File: src/rtl/mem_access_unit_pkg.sv
// Shared definitions for the data-memory access unit: bus widths, RISC-V
// load/store funct3 encodings, FSM state encoding and fault cause codes.
package mem_access_unit_pkg;

    localparam int DataBus   = 32;
    localparam int Funct3Bus = 3;

    localparam logic [2:0] F3_LB  = 3'b000;
    localparam logic [2:0] F3_LH  = 3'b001;
    localparam logic [2:0] F3_LW  = 3'b010;
    localparam logic [2:0] F3_LBU = 3'b100;
    localparam logic [2:0] F3_LHU = 3'b101;
    localparam logic [2:0] F3_SB  = 3'b000;
    localparam logic [2:0] F3_SH  = 3'b001;
    localparam logic [2:0] F3_SW  = 3'b010;

    typedef enum logic [1:0] {
        MAU_IDLE   = 2'd0,
        MAU_ACCESS = 2'd1,
        MAU_RESP   = 2'd2
    } mauState_t;

    localparam logic [1:0] MAU_ERR_NONE     = 2'b00;
    localparam logic [1:0] MAU_ERR_RANGE    = 2'b01;
    localparam logic [1:0] MAU_ERR_MISALIGN = 2'b10;
    localparam logic [1:0] MAU_ERR_ILLF3    = 2'b11;

    // Number of bytes touched beyond the first one, from funct3[1:0].
    function automatic logic [2:0] accessSizeMinus1(input logic [1:0] sizeCode);
        case (sizeCode)
            2'b00:   accessSizeMinus1 = 3'd0;
            2'b01:   accessSizeMinus1 = 3'd1;
            default: accessSizeMinus1 = 3'd3;
        endcase
    endfunction

endpackage

File: src/rtl/mem_access_check.sv
// Combinational request checker: classifies a load/store as illegal funct3,
// out of range or misaligned. Misalignment trapping only exists when the
// build defines MEM_MISALIGN_TRAP_EN; otherwise the byte-granular memory
// handles unaligned addresses and no misalignment fault is raised.
import mem_access_unit_pkg::*;

module mem_access_check #(
    parameter int MEM_SIZE = 256,
    parameter int ADDR_W   = 32
) (
    input  logic                 we_i,
    input  logic [ADDR_W-1:0]    addr_i,
    input  logic [Funct3Bus-1:0] f3_i,
    output logic                 err_o,
    output logic [1:0]           cause_o
);

    localparam logic [ADDR_W:0] LAST_BYTE = (ADDR_W+1)'(MEM_SIZE*4-1);

    logic              illegalF3;
    logic              outOfRange;
    logic              misaligned;
    logic [ADDR_W:0]   lastByte;

    // Evaluate every fault class, then pick the highest-priority one; the
    // last-byte sum carries one extra bit so addresses near the top never wrap.
    always_comb begin
        if (we_i) begin
            illegalF3 = !(f3_i inside {F3_SB, F3_SH, F3_SW});
        end else begin
            illegalF3 = !(f3_i inside {F3_LB, F3_LH, F3_LW, F3_LBU, F3_LHU});
        end
        lastByte   = {1'b0, addr_i} + (ADDR_W+1)'(accessSizeMinus1(f3_i[1:0]));
        outOfRange = lastByte > LAST_BYTE;
`ifdef MEM_MISALIGN_TRAP_EN
        misaligned = ((f3_i[1:0] == 2'b01) && addr_i[0]) ||
                     ((f3_i[1:0] == 2'b10) && (addr_i[1:0] != 2'b00));
`else
        misaligned = 1'b0;
`endif
        err_o   = illegalF3 || outOfRange || misaligned;
        cause_o = MAU_ERR_NONE;
        if (illegalF3) begin
            cause_o = MAU_ERR_ILLF3;
        end else if (outOfRange) begin
            cause_o = MAU_ERR_RANGE;
        end else if (misaligned) begin
            cause_o = MAU_ERR_MISALIGN;
        end
    end

endmodule

File: src/rtl/mem_access_unit.sv
// Initiator side of the data-memory port. Accepts one load/store at a time,
// strobes the async-read/sync-write memory for exactly one cycle and returns
// a registered response. Faulting requests skip the memory entirely.
// Optional build macro: MEM_MISALIGN_TRAP_EN (see mem_access_check).
import mem_access_unit_pkg::*;

module mem_access_unit #(
    parameter int MEM_SIZE = 256,
    parameter int ADDR_W   = 32
) (
    input  logic                 clk,
    input  logic                 rst,
    input  logic                 req_valid_i,
    output logic                 req_ready_o,
    input  logic                 req_we_i,
    input  logic [ADDR_W-1:0]    req_addr_i,
    input  logic [DataBus-1:0]   req_wdata_i,
    input  logic [Funct3Bus-1:0] req_f3_i,
    output logic                 rsp_valid_o,
    input  logic                 rsp_ready_i,
    output logic [DataBus-1:0]   rsp_rdata_o,
    output logic                 rsp_err_o,
    output logic [1:0]           rsp_cause_o,
    output logic                 mem_re_o,
    output logic                 mem_wr_o,
    output logic [ADDR_W-1:0]    mem_addr_o,
    output logic [DataBus-1:0]   mem_wdata_o,
    output logic [Funct3Bus-1:0] mem_f3_o,
    input  logic [DataBus-1:0]   mem_data_i
);

    mauState_t              state_q;
    logic                   reqReady_q;
    logic                   rspValid_q;
    logic [DataBus-1:0]     rspData_q;
    logic                   rspErr_q;
    logic [1:0]             rspCause_q;
    logic                   memRe_q;
    logic                   memWr_q;
    logic [ADDR_W-1:0]      memAddr_q;
    logic [DataBus-1:0]     memWdata_q;
    logic [Funct3Bus-1:0]   memF3_q;
    logic                   chkErr;
    logic [1:0]             chkCause;

    mem_access_check #(
        .MEM_SIZE (MEM_SIZE),
        .ADDR_W   (ADDR_W)
    ) u_check (
        .we_i    (req_we_i),
        .addr_i  (req_addr_i),
        .f3_i    (req_f3_i),
        .err_o   (chkErr),
        .cause_o (chkCause)
    );

    // Request/access/response sequencer; every output is a register so the
    // memory strobes and response fields are glitch-free.
    always_ff @(posedge clk or posedge rst) begin
        if (rst) begin
            state_q    <= MAU_IDLE;
            reqReady_q <= 1'b1;
            rspValid_q <= 1'b0;
            rspData_q  <= '0;
            rspErr_q   <= 1'b0;
            rspCause_q <= MAU_ERR_NONE;
            memRe_q    <= 1'b0;
            memWr_q    <= 1'b0;
            memAddr_q  <= '0;
            memWdata_q <= '0;
            memF3_q    <= '0;
        end else begin
            case (state_q)
                MAU_IDLE: begin
                    if (req_valid_i && reqReady_q) begin
                        memAddr_q  <= req_addr_i;
                        memWdata_q <= req_wdata_i;
                        memF3_q    <= req_f3_i;
                        reqReady_q <= 1'b0;
                        if (chkErr) begin
                            rspValid_q <= 1'b1;
                            rspErr_q   <= 1'b1;
                            rspCause_q <= chkCause;
                            rspData_q  <= '0;
                            state_q    <= MAU_RESP;
                        end else begin
                            memRe_q <= !req_we_i;
                            memWr_q <= req_we_i;
                            state_q <= MAU_ACCESS;
                        end
                    end
                end
                MAU_ACCESS: begin
                    memRe_q    <= 1'b0;
                    memWr_q    <= 1'b0;
                    rspData_q  <= memWr_q ? '0 : mem_data_i;
                    rspErr_q   <= 1'b0;
                    rspCause_q <= MAU_ERR_NONE;
                    rspValid_q <= 1'b1;
                    state_q    <= MAU_RESP;
                end
                MAU_RESP: begin
                    if (rsp_ready_i) begin
                        rspValid_q <= 1'b0;
                        reqReady_q <= 1'b1;
                        state_q    <= MAU_IDLE;
                    end
                end
                default: begin
                    state_q <= MAU_IDLE;
                end
            endcase
        end
    end

    assign req_ready_o = reqReady_q;
    assign rsp_valid_o = rspValid_q;
    assign rsp_rdata_o = rspData_q;
    assign rsp_err_o   = rspErr_q;
    assign rsp_cause_o = rspCause_q;
    assign mem_re_o    = memRe_q;
    assign mem_wr_o    = memWr_q;
    assign mem_addr_o  = memAddr_q;
    assign mem_wdata_o = memWdata_q;
    assign mem_f3_o    = memF3_q;

endmodule
File: config.mk
export PLATFORM = sky130hd
export DESIGN_NAME = mem_access_unit
export DESIGN_NICKNAME = d
export VERILOG_FILES = /design/src/rtl/mem_access_unit_pkg.sv /design/src/rtl/mem_access_check.sv /design/src/rtl/mem_access_unit.sv
export SDC_FILE = /design/constraint.sdc
export NUM_CORES = 1
export LEC_CHECK = 0
export CAP_MARGIN = 20
export CORE_MARGIN = 2
export CORE_UTILIZATION = 40
export CTS_BUF_LIST = sky130_fd_sc_hd__clkbuf_4
export CTS_CLUSTER_DIAMETER = 150
export CTS_CLUSTER_SIZE = 16
export DETAILED_ROUTE_END_ITERATION = 6
export PLACE_DENSITY = 0.78
export SLEW_MARGIN = 20
export SYNTH_ARGS = -nofsm -noshare
export SYNTH_HDL_FRONTEND = slang
export SYNTH_SLANG_ARGS = --single-unit
export TNS_END_PERCENT = 10
File: constraint.sdc
create_clock -name clk -period 3.85 [get_ports clk]
set_input_delay 0.9625 -clock clk [delete_from_list [all_inputs] [get_ports clk]]
set_output_delay 0.9625 -clock clk [all_outputs]
set_load 0.005 [all_outputs]
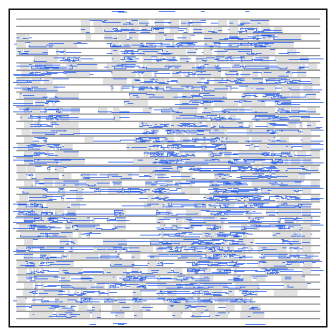
run_1/layer_met1.png
Supply wires on this layer in grey.
nets with wire on the layer: 791
main direction: horizontal
share of all routed wire: 42%
wire length on this layer: 6440 um
longest straight run: 50.6 um
WL final: 15200 um
met1 Resource Use GR: 28.3%
routed via count: 4856

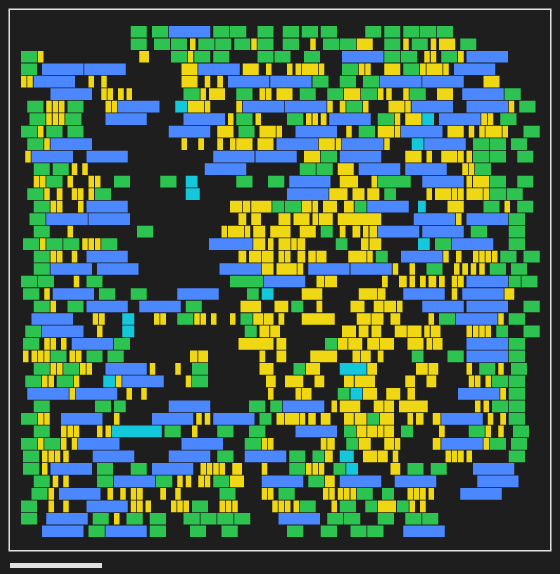
run_1/placement_by_type.png
Scale bar: 20 um.
[green] other buffers and delay cells | cells: 239 | share of their area: 31%
[blue] flops | cells: 108 | share of their area: 36%
[cyan] clock drivers and dummy loads | cells: 16 | share of their area: 2.0%
[yellow] combinational and other logic | cells: 440 | share of their area: 31%
Design Area, Final: 7770 sq um
core area: 12600 sq um
register share of the cell area: 34.8%
fin util: 61.6%

==> results.py, run 1 <==
# Synthesis and PnR figures
metrics = {
    "synth": {
        "ys_seq_share_pct": 52.4,
        "fa_ha_area_share_pct": 1.60,
        "ys_sh_simple_pct": 26.2,
        "yosysUniqueCellTypes": 58,
        "compound_area_share_pct": 6.76,
        "synthArstFlopShare_pct": 100,
        "synth-xor-area-share_pct": 0.848,
    },
    "cts": {
        "cts-root-buf": "clkbuf_4",
        "cts_setup_buffers": 0,
        "cts_tree": "yes",
        "htree_levels": 3,
        "path_clk_slew_ns": 0.16,
    },
    "flow_run": {
        "cap_violations": 0,
        "warning_count": 30,
    },
    "critical_path": {
        "cp_slowest_cell": "or4_4",
        "path_class": "input port to register",
        "endpoint_kind": "register",
        "crit_chain": "clkdlybuf4s50_1 -> or2_2 -> ha_1 -> fa_1 -> nand4_1 -> nor3_4 -> a211o_1 -> o31a_1 -> or4_4 -> a2bb2oi_4 -> buf_4 -> mux2i_1",
        "rrSetupSlack_ns": 1.64,
        "slowest_delay_ns": 0.58,
        "crit_fanout": 10,
    },
    "layout": {
        "drive_above_1_share_pct": 8.47,
        "lay_top_count": "nand2_1",
        "clkCellAreaFrac_pct": 1.95,
        "comb_area_share_pct": 28.2,
        "n_all_buffers": 239,
        "top_area_cell_class": "registers",
        "fin_cells": 976,
        "regArea_sq_um": 2700,
        "antenna_cells": 1,
        "area_growth_pct": 50.4,
    },
    "global_routing": {
        "grt.busiest_layer": "met2",
        "grt_pass1_wl_um": 24900,
        "met3_usage_pct": 5.72,
        "grt_pass1_vias": 4931,
        "grt-ovfl-total": 0,
        "grtUsageTotal_pct": 22.2,
    },
    "run_status": {
        "outcome": "finished, final reports clean",
    },
    "drt": {
        "remaining_drc_errors": 0,
        "firstDrtPassIters": 4,
        "drt-initial-drc-count": 357,
        "drt-met1-wl_um": 6440,
        "highest_layer": "met4",
    },
    "final_timing": {
        "fmax_mhz": 269,
        "post-route-min-period_ns": 3.72,
        "slew_headroom_pct": 52.3,
        "finalHoldViolations": 0,
    },
    "pwr": {
        "combPwrFrac_pct": 10.6,
        "powerSeq_mw": 1.14,
        "powerDensity_nw_per_um2": 251,
        "largestPowerGroup": "sequential cells",
        "seq_power_share_pct": 58.3,
    },
    "die": {
        "row_count": 41,
        "io_pins": 210,
        "num_tap_cells": 172,
        "die_y_um": 118,
    },
    "placed_design": {
        "dp_hpwl_um": 11500,
        "dpl-instance-area_sq_um": 7600,
        "finalWeightedCongestion": 0.837,
        "pre_cts_ws_ns": -0.445,
    },
    "hold_path": {
        "hp-class": "register to register",
    },
}
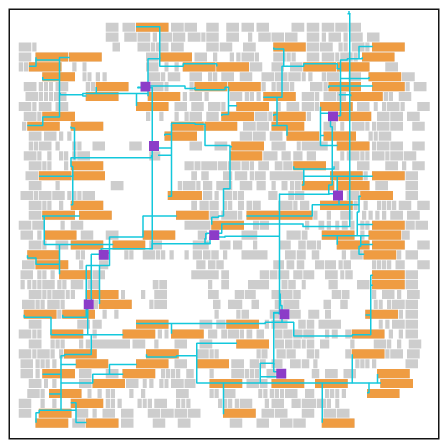
run_1/clk_routes.png
[cyan] clock wires | length: 1360 um
[purple] clock drivers | count: 9
[orange] flip-flops | count: 108
routed clock nets: 10
P_clk: 0.606 mW
skew final: 0.0168 ns
clock network power share: 31.1%
worst skew pair latency: 0.47 ns

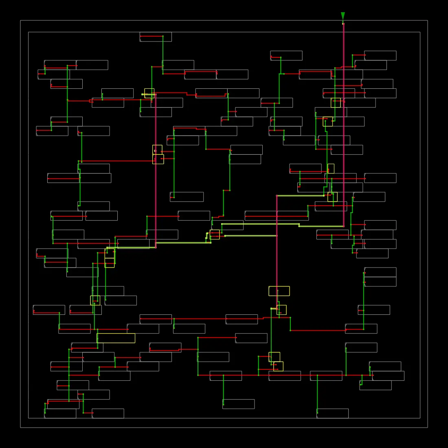
run_1/clocks.png
clock sink count: 108
Clock Buffer Count: 10
Seq cells: 108

run 1: synth_stat cells, drive strengths merged (7+ instances only):
master  count  area share [%]
nand2     238              17
clkbuf     19             1.4
nand3      10             1.2
mux2i      32             6.2
dfrtp     107              52
inv        42             3.1
buf         7             1.2
nand4       9             1.1
o21ai      11             1.1
and3        9             1.1
nor4        8             1.3
nor2        9            0.65
run 1: path summary, 6_finish.rpt:
check,startpoint,end,depth (start not counted)
min in group asynchronous,rst,mem_wdata_o[27],2
setup reg to reg,state_q[0],mem_wdata_o[6],6
setup / recovery,req_f3_i[0],rsp_rdata_o[6],12
hold reg to reg,mem_addr_o[17],mem_addr_o[17],2
max in group asynchronous,rst,req_ready_o,3
hold / removal,mem_addr_o[17],mem_addr_o[17],2
run_1/sizes.png
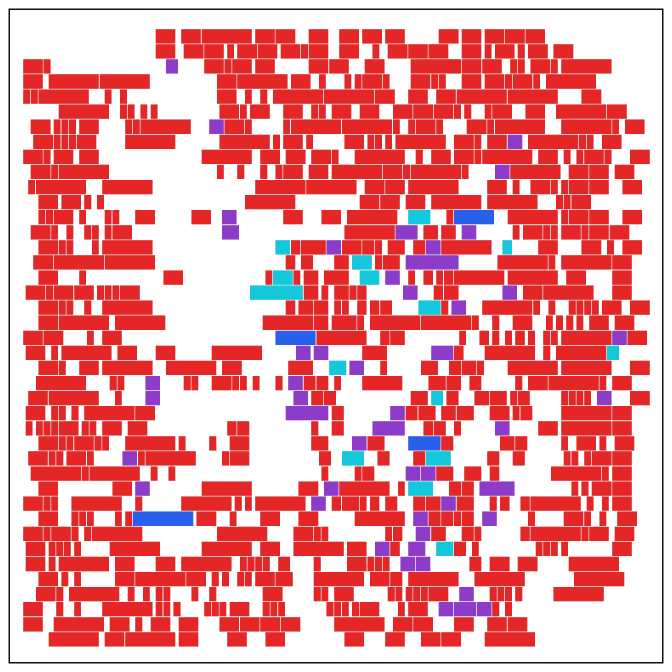

==> inputs of run 2 (changes only) <==
PLACE_DENSITY = 0.85   (was 0.78)
SKIP_CTS_REPAIR_TIMING = 1   (was default)
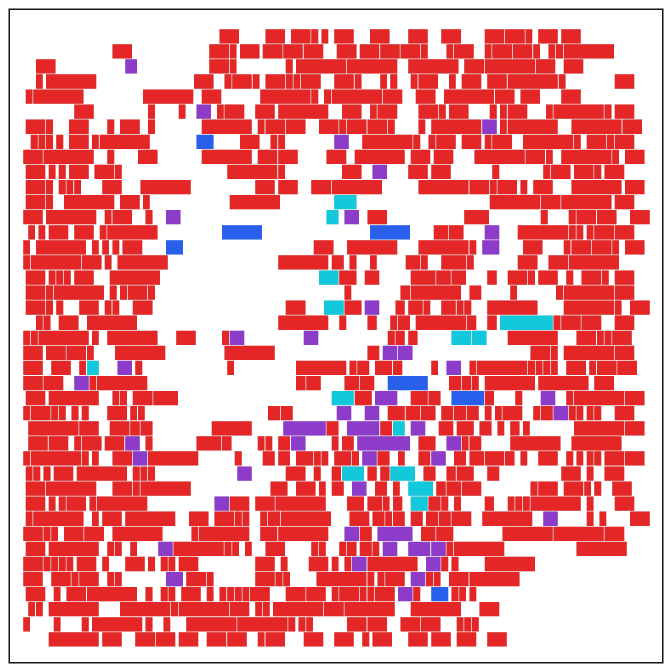
run_2/sizes.png
[purple] _3 and _4 cells | cells: 47 | share: 5.8%
[blue] _6 and larger | cells: 7 | share: 0.87%
[red] _0 and _1 cells | cells: 736 | share: 92%
[cyan] _2 cells | cells: 14 | share: 1.7%
Area Growth Syn to Fin: 50.3%
Design Area, Final: 7760 sq um

==> results.py, run 2 <==
# Synthesis and PnR figures
metrics = {
    "synth": {
        "ys_top_logic_family": "simple AND/OR/NAND/NOR gates",
        "yosysUniqueCellTypes": 58,
        "synth-main-ff-cell": "dfrtp_1",
        "largest_area_cell": "dfrtp_1",
        "area_leaders": "dfrtp_1 (52%), nand2_1 (17%), mux2i_1 (6.2%)",
        "ys_sh_simple_pct": 26.2,
        "synth_chip_area_sq_um": 5160,
        "syn_nets": 684,
        "synth_area_sq_um": 5160,
        "top_cell_area_share_pct": 51.9,
        "synth-xor-area-share_pct": 0.848,
        "compound_area_share_pct": 6.76,
        "top_cell": "nand2_1",
        "synthArstFlopShare_pct": 100,
        "syn_avg_cell_area_sq_um": 9.00,
        "ys.flops": 108,
        "yosysCellCount": 574,
        "common_cells": "nand2_1 (237), dfrtp_1 (107), inv_1 (42), mux2i_1 (32), clkbuf_1 (18)",
        "synth-edff-count": 0,
        "ys.warnings.count": 0,
        "synthCells": 574,
        "ys_sh_mux_pct": 6.64,
        "fa_ha_area_share_pct": 1.60,
        "ys_seq_share_pct": 52.4,
    },
    "layout": {
        "nFillCells": 1117,
        "seq_area_share_pct": 34.8,
        "final_cell_mix": "nand2_1 (237), clkdlybuf4s50_1 (209), dfrtp_1 (107), inv_1 (41), mux2i_1 (32)",
        "top_area_cell_class": "registers",
        "fin_cells": 976,
        "fin_nets": 909,
        "fin_util_pct": 61.5,
        "regArea_sq_um": 2700,
        "n_sequential_cell": 108,
        "lay_top_count": "nand2_1",
        "multiInputCombCellCount": 398,
        "clkCellAreaFrac_pct": 1.74,
        "num-nonclk-inverters": 42,
        "comb_area_sq_um": 2180,
        "n_all_buffers": 240,
        "antenna_cells": 0,
        "comb_area_share_pct": 28.1,
        "buf_share_pct": 30.4,
        "drive_above_1_share_pct": 8.46,
    },
    "global_routing": {
        "grt.busiest_layer": "met2",
        "antenna_found_initial": 1,
        "grtUsageMet1_pct": 27.6,
        "met3_usage_pct": 6.30,
        "grt_max_degree": 72,
        "grt-ovfl-total": 0,
        "grt_pass1_wl_um": 24200,
        "met2_usage_pct": 35.4,
        "grtUsageTotal_pct": 21.7,
        "grt_pass1_vias": 4853,
    },
    "cts": {
        "path_clk_slew_ns": 0.17,
        "cts_made_buffers": 9,
        "cts_tree": "yes",
        "clock_path_buffers": 2,
        "cts_sinks": 108,
        "htree_levels": 3,
        "insertion_delay_ns": 0.51,
        "cts-root-buf": "clkbuf_4",
    },
    "final_timing": {
        "fmax_mhz": 268,
        "whs_ns": 0.493,
        "final_max_slew_viol_count": 0,
        "setup_ws_ns": 0.112,
        "finalHoldViolations": 0,
        "tightest_slew_ns": 0.735,
        "fin_crit_sh_pct": 97.1,
        "slew_headroom_pct": 51.0,
        "fin_tns_setup_ns": 0,
        "setup_viol": 0,
        "post-route-min-period_ns": 3.74,
    },
    "hold_path": {
        "hold_start": "mem_wdata_o[28]",
        "hold_end": "mem_wdata_o[28]",
        "holdPathStages": 2,
        "hp-class": "register to register",
    },
    "drt": {
        "detail_route.wirelength_um": 14700,
        "wire_per_inst_um": 15.0,
        "firstDrtPassIters": 4,
        "drt-vias-per-instance": 4.92,
        "drt-initial-drc-count": 256,
        "wl_met3_um": 1200,
        "remaining_drc_errors": 0,
        "wl_met2_um": 6910,
        "antenna_left": 0,
        "drt-met1-wl_um": 6250,
        "highest_layer": "met5",
        "routed-via-count": 4799,
    },
    "flow_run": {
        "cap_violations": 0,
        "warning_count": 30,
    },
    "die": {
        "die_width_um": 118,
        "row_count": 41,
        "die_y_um": 118,
        "num_tap_cells": 172,
        "die_area_sq_um": 13800,
        "fp_util_pct": 40.9,
        "core_sq_um": 12600,
        "io_pins": 210,
    },
    "placed_design": {
        "pre_cts_ws_ns": -0.333,
        "portBuffers": 209,
        "dpl-instance-area_sq_um": 7620,
        "finalWeightedCongestion": 0.879,
        "dp_hpwl_um": 10900,
        "placedCellCount": 960,
    },
    "run_status": {
        "outcome": "finished, final reports clean",
    },
    "critical_path": {
        "slowest_delay_ns": 0.42,
        "start_kind": "input port",
        "crit_chain": "clkdlybuf4s50_1 -> or2_2 -> ha_1 -> fa_1 -> nand4_1 -> buf_4 -> mux2_2 -> o22ai_1 -> nor4_2 -> nand3_1 -> a2bb2oi_4 -> buf_12 -> mux2i_1",
        "r2r_cells": 6,
        "required_ns": 4.27,
        "worstReg2RegStart": "state_q[0]",
        "path_class": "input port to register",
        "crit_fanout": 20,
        "crit_buf_inv": 3,
        "cp_slowest_cell": "clkdlybuf4s50_1",
        "endpoint_kind": "register",
        "rrSetupSlack_ns": 1.72,
        "cp_top_family": "buffers and inverters",
        "arrival_ns": 4.16,
        "r2r_end": "mem_re_o",
    },
    "pwr": {
        "fin_total_pwr_mw": 1.91,
        "p_leak_nw": 3.48,
        "ir_worst_vdd_v": 0.000192,
        "powerDensity_nw_per_um2": 246,
    },
}
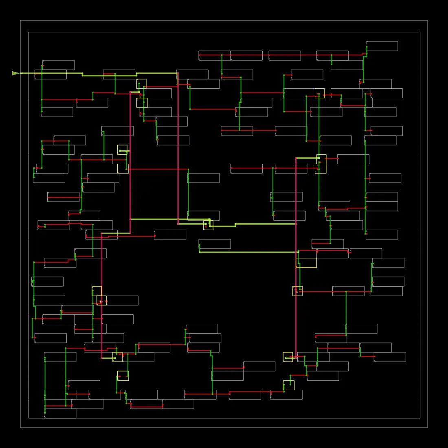
run_2/clocks.png
skew final: 0.0269 ns
Clock Buffer Count: 9
P_clk: 0.570 mW

run 2: report_power, final:
group / switching (mW) / internal, mW
Combinational: 0.0815 / 0.119
Sequential: 0.00000000419 / 1.14
Clock: 0.422 / 0.147
Total: 0.504 / 1.40
run 2: worst max path at each step:
stage,slack (ns),end,start,cells after the start
2_1_floorplan,0.04,mem_addr_o[0],rst,1
3_3_place_gp,-0.28,rsp_valid_o,req_f3_i[0],12
3_5_place_dp,-0.33,rsp_rdata_o[31],req_f3_i[0],13
4_1_cts,0.20,rsp_rdata_o[31],req_f3_i[0],13
5_1_grt,-0.02,rsp_rdata_o[7],req_f3_i[0],13
6_report,0.11,rsp_rdata_o[31],req_f3_i[0],13
==> inputs of run 3 (changes only) <==
SLEW_MARGIN = 10   (was 20)
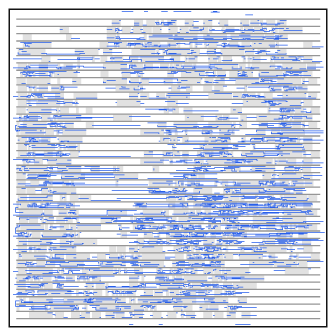
run_3/layer_met1.png
Supply wires on this layer in grey.
nets with wire on the layer: 789
wire length on this layer: 6250 um
met1 Resource Use GR: 27.6%
WL final: 14700 um

==> results.py, run 3 <==
# Synthesis and PnR figures
metrics = {
    "die": {
        "die_area_sq_um": 13800,
        "core_sq_um": 12600,
        "fp_util_pct": 40.9,
        "die_width_um": 118,
        "die_y_um": 118,
        "io_pins": 210,
    },
    "final_timing": {
        "finalHoldViolations": 0,
        "whs_ns": 0.493,
        "final_max_slew_viol_count": 0,
        "tightest_slew_ns": 0.735,
        "fin_tns_setup_ns": 0,
        "setup_ws_ns": 0.112,
        "fmax_mhz": 268,
        "setup_viol": 0,
        "fin_skew_ns": 0.0269,
        "slew_headroom_pct": 51.0,
        "post-route-min-period_ns": 3.74,
        "fin_crit_sh_pct": 97.1,
    },
    "critical_path": {
        "arrival_ns": 4.16,
        "r2r_end": "mem_re_o",
        "crit_fanout": 20,
        "cp_slowest_cell": "clkdlybuf4s50_1",
        "cp_top_family": "buffers and inverters",
        "cp.depth": 13,
        "critPathCapture": "rsp_rdata_o[31]",
        "start_kind": "input port",
        "worstReg2RegStart": "state_q[0]",
        "rrSetupSlack_ns": 1.72,
        "crit_buf_inv": 3,
        "required_ns": 4.27,
        "slowest_delay_ns": 0.42,
        "crit_chain": "clkdlybuf4s50_1 -> or2_2 -> ha_1 -> fa_1 -> nand4_1 -> buf_4 -> mux2_2 -> o22ai_1 -> nor4_2 -> nand3_1 -> a2bb2oi_4 -> buf_12 -> mux2i_1",
        "critPathLaunch": "req_f3_i[0]",
        "endpoint_kind": "register",
        "path_class": "input port to register",
        "r2r_cells": 6,
    },
    "layout": {
        "fin_util_pct": 61.5,
        "antenna_cells": 0,
        "lay_top_count": "nand2_1",
        "area_growth_pct": 50.3,
        "fin_nets": 909,
        "fin_cells": 976,
        "final_cell_mix": "nand2_1 (237), clkdlybuf4s50_1 (209), dfrtp_1 (107), inv_1 (41), mux2i_1 (32)",
        "drive_above_1_share_pct": 8.46,
        "stdcell_area_sq_um": 7760,
    },
    "synth": {
        "synth-edff-count": 0,
        "common_cells": "nand2_1 (237), dfrtp_1 (107), inv_1 (42), mux2i_1 (32), clkbuf_1 (18)",
        "synth-main-ff-cell": "dfrtp_1",
        "ys.warnings.count": 0,
        "yosysCellCount": 574,
        "synthArstFlopShare_pct": 100,
        "yosysUniqueCellTypes": 58,
        "synthCells": 574,
        "synth_area_sq_um": 5160,
        "ys_seq_share_pct": 52.4,
        "syn_avg_cell_area_sq_um": 9.00,
        "area_leaders": "dfrtp_1 (52%), nand2_1 (17%), mux2i_1 (6.2%)",
        "syn_nets": 684,
        "largest_area_cell": "dfrtp_1",
        "top_cell_area_share_pct": 51.9,
        "top_cell": "nand2_1",
        "synth_chip_area_sq_um": 5160,
        "ys.flops": 108,
    },
    "placed_design": {
        "finalWeightedCongestion": 0.879,
        "dp_hpwl_um": 10900,
        "placedCellCount": 960,
        "portBuffers": 209,
        "dpl-instance-area_sq_um": 7620,
        "pre_cts_ws_ns": -0.333,
    },
    "drt": {
        "antenna_left": 0,
        "drt-vias-per-instance": 4.92,
        "firstDrtPassIters": 4,
        "drt-initial-drc-count": 256,
        "remaining_drc_errors": 0,
        "routed-via-count": 4799,
        "wire_per_inst_um": 15.0,
    },
    "cts": {
        "path_clk_slew_ns": 0.17,
        "cts_tree": "yes",
        "cts_sinks": 108,
        "clock_path_buffers": 2,
        "cts_made_buffers": 9,
        "insertion_delay_ns": 0.51,
        "htree_levels": 3,
        "cts-root-buf": "clkbuf_4",
    },
    "pwr": {
        "swShare_pct": 26.4,
        "clk-power_mw": 0.570,
        "powerSeq_mw": 1.14,
        "p_sw_mw": 0.504,
        "fin_total_pwr_mw": 1.91,
        "ir_worst_vdd_v": 0.000192,
        "combPwrFrac_pct": 10.5,
        "largestPowerGroup": "sequential cells",
        "clock_power_share_pct": 29.9,
        "pg_comb_mw": 0.201,
        "powerDensity_nw_per_um2": 246,
        "p_leak_nw": 3.48,
        "p_int_mw": 1.40,
        "seq_power_share_pct": 59.6,
    },
    "global_routing": {
        "grt_max_degree": 72,
        "grt-ovfl-total": 0,
        "grtUsageTotal_pct": 21.7,
        "grt_pass1_vias": 4853,
        "grt_pass1_wl_um": 24200,
        "antenna_found_initial": 1,
    },
    "flow_run": {
        "warning_count": 30,
        "cap_violations": 0,
    },
    "hold_path": {
        "hp-class": "register to register",
        "hold_start": "mem_wdata_o[28]",
        "holdPathStages": 2,
        "hold_end": "mem_wdata_o[28]",
    },
    "run_status": {
        "outcome": "finished, final reports clean",
    },
}
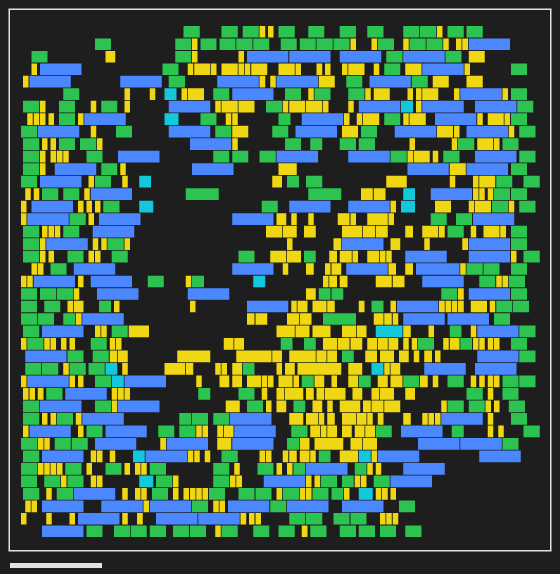
run_3/placement_by_type.png
Scale bar: 20 um.
[blue] flops | cells: 108 | share of their area: 36%
[yellow] combinational and other logic | cells: 440 | share of their area: 31%
[green] other buffers and delay cells | cells: 240 | share of their area: 31%
[cyan] clock drivers and dummy loads | cells: 16 | share of their area: 1.8%
register share of the cell area: 34.8%
std cell rows: 41

## run 3: layout make-up
type	count	area [sq um]
fillers	1117	4860
flip-flops and latches	108	2700
clock inverters	7	67.6
inverters	42	160
repair buffers	240	2360
clock buffers	9	67.6
multi-input cells	398	2180
well taps	172	215
## run 3: cells by family (layout without fill, tap and decap cells)
group	Yosys count	count (layout)	synth area share, %
compound gates	47	47	6.76
xor+xnor	5	5	0.848
fa+ha+maj	6	6	1.60
buf+inv	68	298	5.62
flops	108	108	52.4
mux	34	34	6.64
simple gates	306	306	26.2
## run 3: layer usage
layer	GRT usage, %	part of all wire, %	wire length, um
met2	35.4	47	6910
met1	27.6	43	6250
met3	6.30	8.2	1200
met5	0	0.089	13
met4	7.53	2.0	287
Power is estimated from default activity; no workload was simulated.
